<file path="src/rtl/vga_scan_timer_if.sv">
// Raster timer bundle: GPU address/data loop plus the VGA connector outputs.
interface vga_scan_timer_if;
  logic [19:0] display_addr;
  logic [2:0]  display_data;
  logic        vga_hsync;
  logic        vga_vsync;
  logic [2:0]  vga_rgb;
  logic        video_active;
  logic        frame_tick;

  // timer side: presents addresses, drives the connector, takes pixel data back
  modport master (
    output display_addr, vga_hsync, vga_vsync, vga_rgb, video_active, frame_tick,
    input  display_data
  );

  // GPU / display side
  modport slave (
    input  display_addr, vga_hsync, vga_vsync, vga_rgb, video_active, frame_tick,
    output display_data
  );
endinterface

</file>
<file path="src/rtl/vga_scan_timer.sv">
// 640x480@60-class raster timer. Presents {h,v} to the GPU, delays the
// decoded sync/blank set by DATA_LAT ticks so it lines up with the returned
// pixel data, then registers everything onto the VGA pins.
module vga_scan_timer #(
  parameter int CLK_DIV  = 2,  // sysclk cycles per pixel tick, 1..8
  parameter int DATA_LAT = 0   // ticks from display_addr to valid display_data, 0..3
) (
  input  logic             sysclk,
  input  logic             rst_n,
  vga_scan_timer_if.master vif
);
  localparam int            DW       = (CLK_DIV > 1) ? $clog2(CLK_DIV) : 1;
  localparam logic [DW-1:0] DIV_LAST = DW'(CLK_DIV - 1);
  localparam logic [9:0]    H_LAST   = 10'd799;
  localparam logic [9:0]    V_LAST   = 10'd524;

  typedef struct packed {
    logic hs;
    logic vs;
    logic act;
  } tim_t;

  logic [DW-1:0] div_cnt;
  logic          tick;
  logic [9:0]    h_count;
  logic [9:0]    v_count;
  tim_t          raw;
  tim_t          aligned;
  logic          hsync_q;
  logic          vsync_q;
  logic          active_q;
  logic [2:0]    rgb_q;
  logic          frame_q;

  // with CLK_DIV=1 div_cnt sits at 0 and tick is permanently high
  assign tick = (div_cnt == DIV_LAST);

  // pixel-tick divider
  always_ff @(posedge sysclk or negedge rst_n) begin
    if (!rst_n)    div_cnt <= '0;
    else if (tick) div_cnt <= '0;
    else           div_cnt <= div_cnt + 1'b1;
  end

  // raster counters; >= keeps them bounded even from an illegal state
  always_ff @(posedge sysclk or negedge rst_n) begin
    if (!rst_n) begin
      h_count <= '0;
      v_count <= '0;
    end else if (tick) begin
      if (h_count >= H_LAST) begin
        h_count <= '0;
        v_count <= (v_count >= V_LAST) ? 10'd0 : v_count + 10'd1;
      end else begin
        h_count <= h_count + 10'd1;
      end
    end
  end

  assign vif.display_addr = {h_count, v_count};

  // sync/blank decode for the position currently presented to the GPU
  always_comb begin
    raw     = '0;
    raw.hs  = (h_count < 10'd96);
    raw.vs  = (v_count < 10'd2);
    raw.act = (h_count >= 10'd112) && (h_count <= 10'd751) &&
              (v_count >= 10'd7)   && (v_count <= 10'd486);
  end

  // delay line matching the GPU data return latency
  generate
    if (DATA_LAT == 0) begin : g_nolat
      assign aligned = raw;
    end else begin : g_lat
      tim_t pipe [DATA_LAT];

      // shift the decoded set one stage per tick
      always_ff @(posedge sysclk or negedge rst_n) begin
        if (!rst_n) begin
          for (int i = 0; i < DATA_LAT; i++) pipe[i] <= '0;
        end else if (tick) begin
          pipe[0] <= raw;
          for (int i = 1; i < DATA_LAT; i++) pipe[i] <= pipe[i-1];
        end
      end

      assign aligned = pipe[DATA_LAT-1];
    end
  endgenerate

  // connector register: syncs active-low, colour blanked outside the window
  always_ff @(posedge sysclk or negedge rst_n) begin
    if (!rst_n) begin
      hsync_q  <= 1'b1;
      vsync_q  <= 1'b1;
      active_q <= 1'b0;
      rgb_q    <= 3'b000;
    end else if (tick) begin
      hsync_q  <= ~aligned.hs;
      vsync_q  <= ~aligned.vs;
      active_q <= aligned.act;
      rgb_q    <= aligned.act ? vif.display_data : 3'b000;
    end
  end

  // one-cycle pulse after the tick that wraps (799,524) -> (0,0)
  always_ff @(posedge sysclk or negedge rst_n) begin
    if (!rst_n) frame_q <= 1'b0;
    else        frame_q <= tick && (h_count == H_LAST) && (v_count == V_LAST);
  end

  assign vif.vga_hsync    = hsync_q;
  assign vif.vga_vsync    = vsync_q;
  assign vif.video_active = active_q;
  assign vif.vga_rgb      = rgb_q;
  assign vif.frame_tick   = frame_q;
endmodule

</file>
<file path="src/flat_wrapper.sv">
// flat-port wrapper written by rule: the top's interface ports become plain ports
module vga_scan_timer_flat 
#(
  parameter int CLK_DIV  = 2,                                       
  parameter int DATA_LAT = 0                                                         
)
  (sysclk, rst_n, vif_display_addr, vif_vga_hsync, vif_vga_vsync, vif_vga_rgb, vif_video_active, vif_frame_tick, vif_display_data);
  vga_scan_timer_if vif_i ();
  input  logic sysclk;
  input  logic rst_n;
  output wire logic [$bits(vif_i.display_addr)-1:0] vif_display_addr;
  output wire logic [$bits(vif_i.vga_hsync)-1:0] vif_vga_hsync;
  output wire logic [$bits(vif_i.vga_vsync)-1:0] vif_vga_vsync;
  output wire logic [$bits(vif_i.vga_rgb)-1:0] vif_vga_rgb;
  output wire logic [$bits(vif_i.video_active)-1:0] vif_video_active;
  output wire logic [$bits(vif_i.frame_tick)-1:0] vif_frame_tick;
  input wire logic [$bits(vif_i.display_data)-1:0] vif_display_data;
  assign vif_display_addr = vif_i.display_addr;
  assign vif_vga_hsync = vif_i.vga_hsync;
  assign vif_vga_vsync = vif_i.vga_vsync;
  assign vif_vga_rgb = vif_i.vga_rgb;
  assign vif_video_active = vif_i.video_active;
  assign vif_frame_tick = vif_i.frame_tick;
  assign vif_i.display_data = vif_display_data;
  vga_scan_timer #(.CLK_DIV(CLK_DIV), .DATA_LAT(DATA_LAT)) u_core (.sysclk(sysclk), .rst_n(rst_n), .vif(vif_i));
endmodule
</file>
<file path="config.mk">
export PLATFORM = sky130hd
export DESIGN_NAME = vga_scan_timer_flat
export DESIGN_NICKNAME = d
export VERILOG_FILES = /design/src/rtl/vga_scan_timer_if.sv /design/src/rtl/vga_scan_timer.sv /design/src/flat_wrapper.sv
export SDC_FILE = /design/constraint.sdc
export NUM_CORES = 1
export LEC_CHECK = 0
export CORE_MARGIN = 2
export CORE_UTILIZATION = 45
export DETAILED_ROUTE_END_ITERATION = 12
export GPL_ROUTABILITY_DRIVEN = 0
export PLACE_DENSITY_LB_ADDON = 0.05
export RECOVER_POWER = 100
export SLEW_MARGIN = 20
export SYNTH_ARGS = -nofsm -noshare
export SYNTH_HDL_FRONTEND = slang
export SYNTH_SLANG_ARGS = --single-unit
</file>
<file path="constraint.sdc">
create_clock -name sysclk -period 2.1 [get_ports sysclk]
set_input_delay 0.42 -clock sysclk [delete_from_list [all_inputs] [get_ports sysclk]]
set_output_delay 0.42 -clock sysclk [all_outputs]
set_load 0.02 [all_outputs]
</file>
==> flow_summary_export.csv <==
group,metric,value,unit
route,drtIter0Drc,85,
synthesis,simple_gate_area_share,24.5,%
die,ios,32,
clock_network,htree_levels,1,
synthesis,postSynthSeqShare,45.5,%
worst_setup_path,end_kind,"output port",
worst_setup_path,path_depth,1,
power_and_ir_drop,p_int,740,µW
run,tool_warnings,29,
synthesis,synth_cell_types,45,
finish,final_common_cell,"dfrtp_1",
finish,fill_cells,322,
power_and_ir_drop,p_sw_share,19.5,%
power_and_ir_drop,power_leakage,0.861,nW
die,die-area,0.00392,mm²
place,pre_cts_ws,0.274,ns
clock_network,cts_setup_buffers,0,
synthesis,yosys-stat-cells,155,
global_route,met2_usage,29.2,%
power_and_ir_drop,switching_power,179,µW
route,final_antenna_net_count,0,
finish,final_cells,230,
hold_path,min_from,"u_core.vif.vga_vsync$_DFFE_PN1P_",
global_route,use_met1,25.8,%
power_and_ir_drop,top_power_group,"sequential cells",
sta,worst_slew_pin_slew,1.47,ns
place,port_buffers,31,
power_and_ir_drop,p_clk_share,39.3,%
worst_setup_path,cpMaxStageDelayCell,"clkdlybuf4s50_1",
place,dp.cells,226,
power_and_ir_drop,pwr-share-comb,1.9,%
synthesis,netlist.top_cell.by_area,"dfrtp_1",
clock_network,clk_transition_reported_paths,0.16,ns
route,dr.pass1.iters,4,
global_route,grt_pass1_wl,5870,µm
power_and_ir_drop,seq_power_share,58.7,%
run_status,outcome,"finished, final reports clean",
clock_network,cts.repair.resized,0,
clock_network,cts_tree,"done",
sta,relSlewSlack,2.20,%
hold_path,hold_path_end,"u_core.vif.vga_vsync$_DFFE_PN1P_",
route,drc,0,
synthesis,ys_area,0.00155,mm²
global_route,grt_max_degree,29,
worst_setup_path,slowest_delay,0.67,ns
worst_setup_path,rr_startpoint,"u_core.v_count[1]$_DFFE_PN0P_",
power_and_ir_drop,p_per_area,481,mW/mm²
worst_setup_path,critical-path-top-delay-family,"buffers and inverters",
global_route,grtUsageTotal,18.5,%
die,die_w,62.6,µm
power_and_ir_drop,power,919,µW
sta,timing.final.ws_setup,0.109,ns
finish,final_core_util,57.7,%
route,vias_per_cell,5.68,
sta,finalHoldViolations,0,
global_route,grtUsageMet3,2.88,%
finish,area_growth,23.5,%
hold_path,holdPathStages,2,
finish,final_area,0.00191,mm²
die,fp-utilization,46.7,%
worst_setup_path,worstSetupStartpointType,"register",
synthesis,synthMuxAreaShare,0.647,%
worst_setup_path,ff2ff_setup_slack,0.16,ns
finish,num_antenna_cells,0,
power_and_ir_drop,pg_comb,17.8,µW
worst_setup_path,worstPathCellList,"clkdlybuf4s50_1",
synthesis,edf_count,0,
synthesis,ys_warn_count,0,
global_route,antenna_found_initial,0,
worst_setup_path,worstSetupPathType,"reg -> out",
synthesis,syn-cell-area,0.00155,mm²
finish,drive_gt1_share,6.52,%
route,wl_per_cell,14.5,µm
global_route,grt_pass1_vias,1233,
worst_setup_path,crit_buf_inv,1,
synthesis,syn_avg_cell_area,9.98,µm²
synthesis,yosysTopAreaCellShare,42.1,%
route,vias,1307,
synthesis,area_leaders,"dfrtp_1 42%, a22o_1 5.7%, o21ai_0 3.6%",
die,num_rows,21,
hold_path,hold_class,"reg -> reg",
worst_setup_path,r2r_cells,5,
synthesis,ys_sh_xor,2.27,%
worst_setup_path,cp-startpoint,"u_core.v_count[4]$_DFFE_PN0P_",
synthesis,logic_family,"simple AND/OR/NAND/NOR gates",
synthesis,netlist_instances,155,
sta,setup_viol,0,
route,drt_wl_total,3330,µm
sta,min_period,1.99,ns
power_and_ir_drop,ir_worst_vdd,0.338,mV
synthesis,async_reset_ff_share,100,%
finish,final_cell_mix,"26 x dfrtp_1, 19 x dlygate4sd3_1, 14 x nor2_1",
place,placed_area,0.00188,mm²
sta,fmax,502,MHz
place,dp.final_hpwl,2360,µm
sta,rsz0062_at_grt,"false",
synthesis,fa_ha_area_share,3.24,%
synthesis,numSynthFlops,28,
worst_setup_path,arrival,1.57,ns
power_and_ir_drop,pg_clk,361,µW
worst_setup_path,cp_max_fo,11,
worst_setup_path,crit_required,1.68,ns
clock_network,cts_hold_buf,0,
global_route,top_usage_layer,"met2",
sta,drv_slew,0,
clock_network,cts.path.max_buffers,2,
run,max-cap-violations,0,
worst_setup_path,setup.worst_path.end,"vif_display_addr[4]",
sta,period_used_share,94.8,%
global_route,gr-total-overflow,0,
worst_setup_path,reg2reg_to,"u_core.vif.vga_rgb[2]$_DFFE_PN0P_",
synthesis,ys.flop_type,"dfrtp_1",
die,die_h,62.6,µm
die,core,0.00331,mm²
synthesis,fp_nets,164,
synthesis,ys_sh_aoi,19.6,%
finish,nNetsFinal,194,
clock_network,cts-root-buf,"clkbuf_4",
sta,fin_tns_setup,0,ns
sta,hold_slack,0.509,ns
## cell type report
class                      count  area, µm²  area share (%)
timing repair buffer          32        314            16.4
multi-input combinational    113        756            39.6
tap                           46       57.6            3.01
clock inverter                 1       30.0            1.57
inverter                       7       26.3            1.38
sequential                    28        703            36.8
clock buffer                   3       22.5            1.18
## synthesized netlist by cell type, types with 3 or more instances
library cell,count
dfrtp_1,26
nand4_1,5
nor3_1,4
or3_1,3
nor2b_1,4
ha_1,4
buf_2,4
nand3_1,6
o21ai_0,11
nand2_1,10
xor2_1,3
a21oi_1,4
inv_1,7
nor2_1,14
a22o_1,10
and3_1,5
nor4_1,3
## per-layer routing
metal  vias up  part of all wire (%)
met1       631                    47
li1        626                     -
met3         6                   6.0
met4         0                   1.3
met2        44                    45
met5         -                     0
==> images/drive_strength.png <==
(8 px per µm)
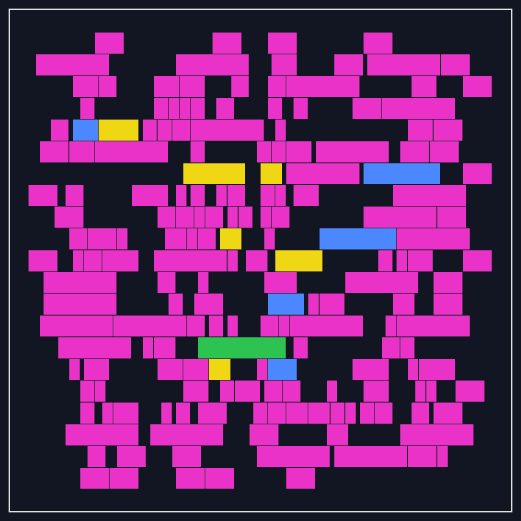
[blue] drive 2 | cells: 5 | share: 2.7%
[magenta] drive 1 or less | cells: 172 | share: 93%
[green] drive 6 and up | cells: 1 | share: 0.54%
[yellow] drive 3 to 4 | cells: 6 | share: 3.3%

==> images/met3.png <==
(8 px per µm)
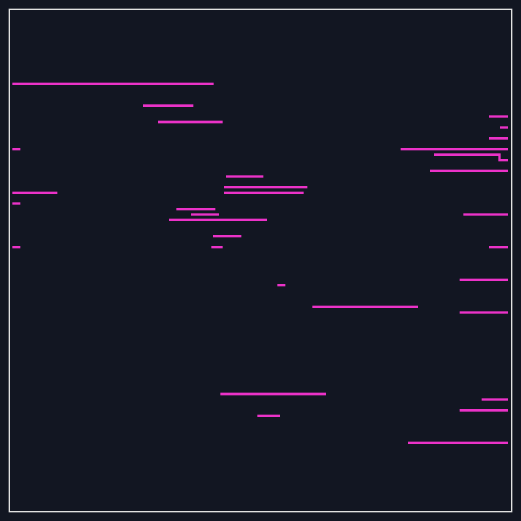
nets with wire on the layer: 29
longest straight run: 24.8 µm
share of all routed wire: 6.0%
wire length on this layer: 200 µm
main direction: horizontal

==> images/final_clocks.png <==
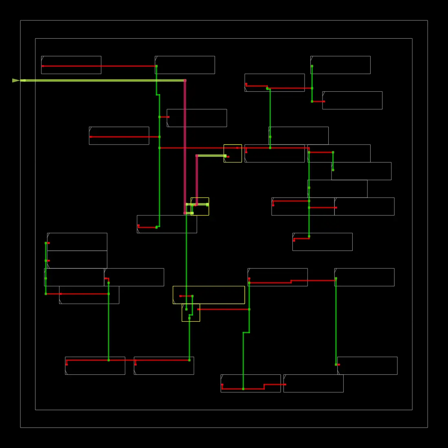
layout clock buffer count: 3
TritonCTS Buffers: 3
Clk Latency, worst-skew pair: 0.33 ns
Worst Skew: 0.00433 ns
Sink Count: 28

==> images/registers.png <==
(6 px per µm)
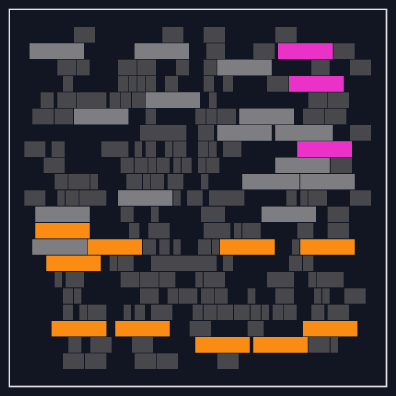
[orange] u_core.h_count | placed flops: 10
[magenta] u_core.vif.vga_rgb | placed flops: 3
not colored: 15
Seq group: 540 µW
Seq/total area: 36.8%

Power is estimated from default activity; no workload was simulated.
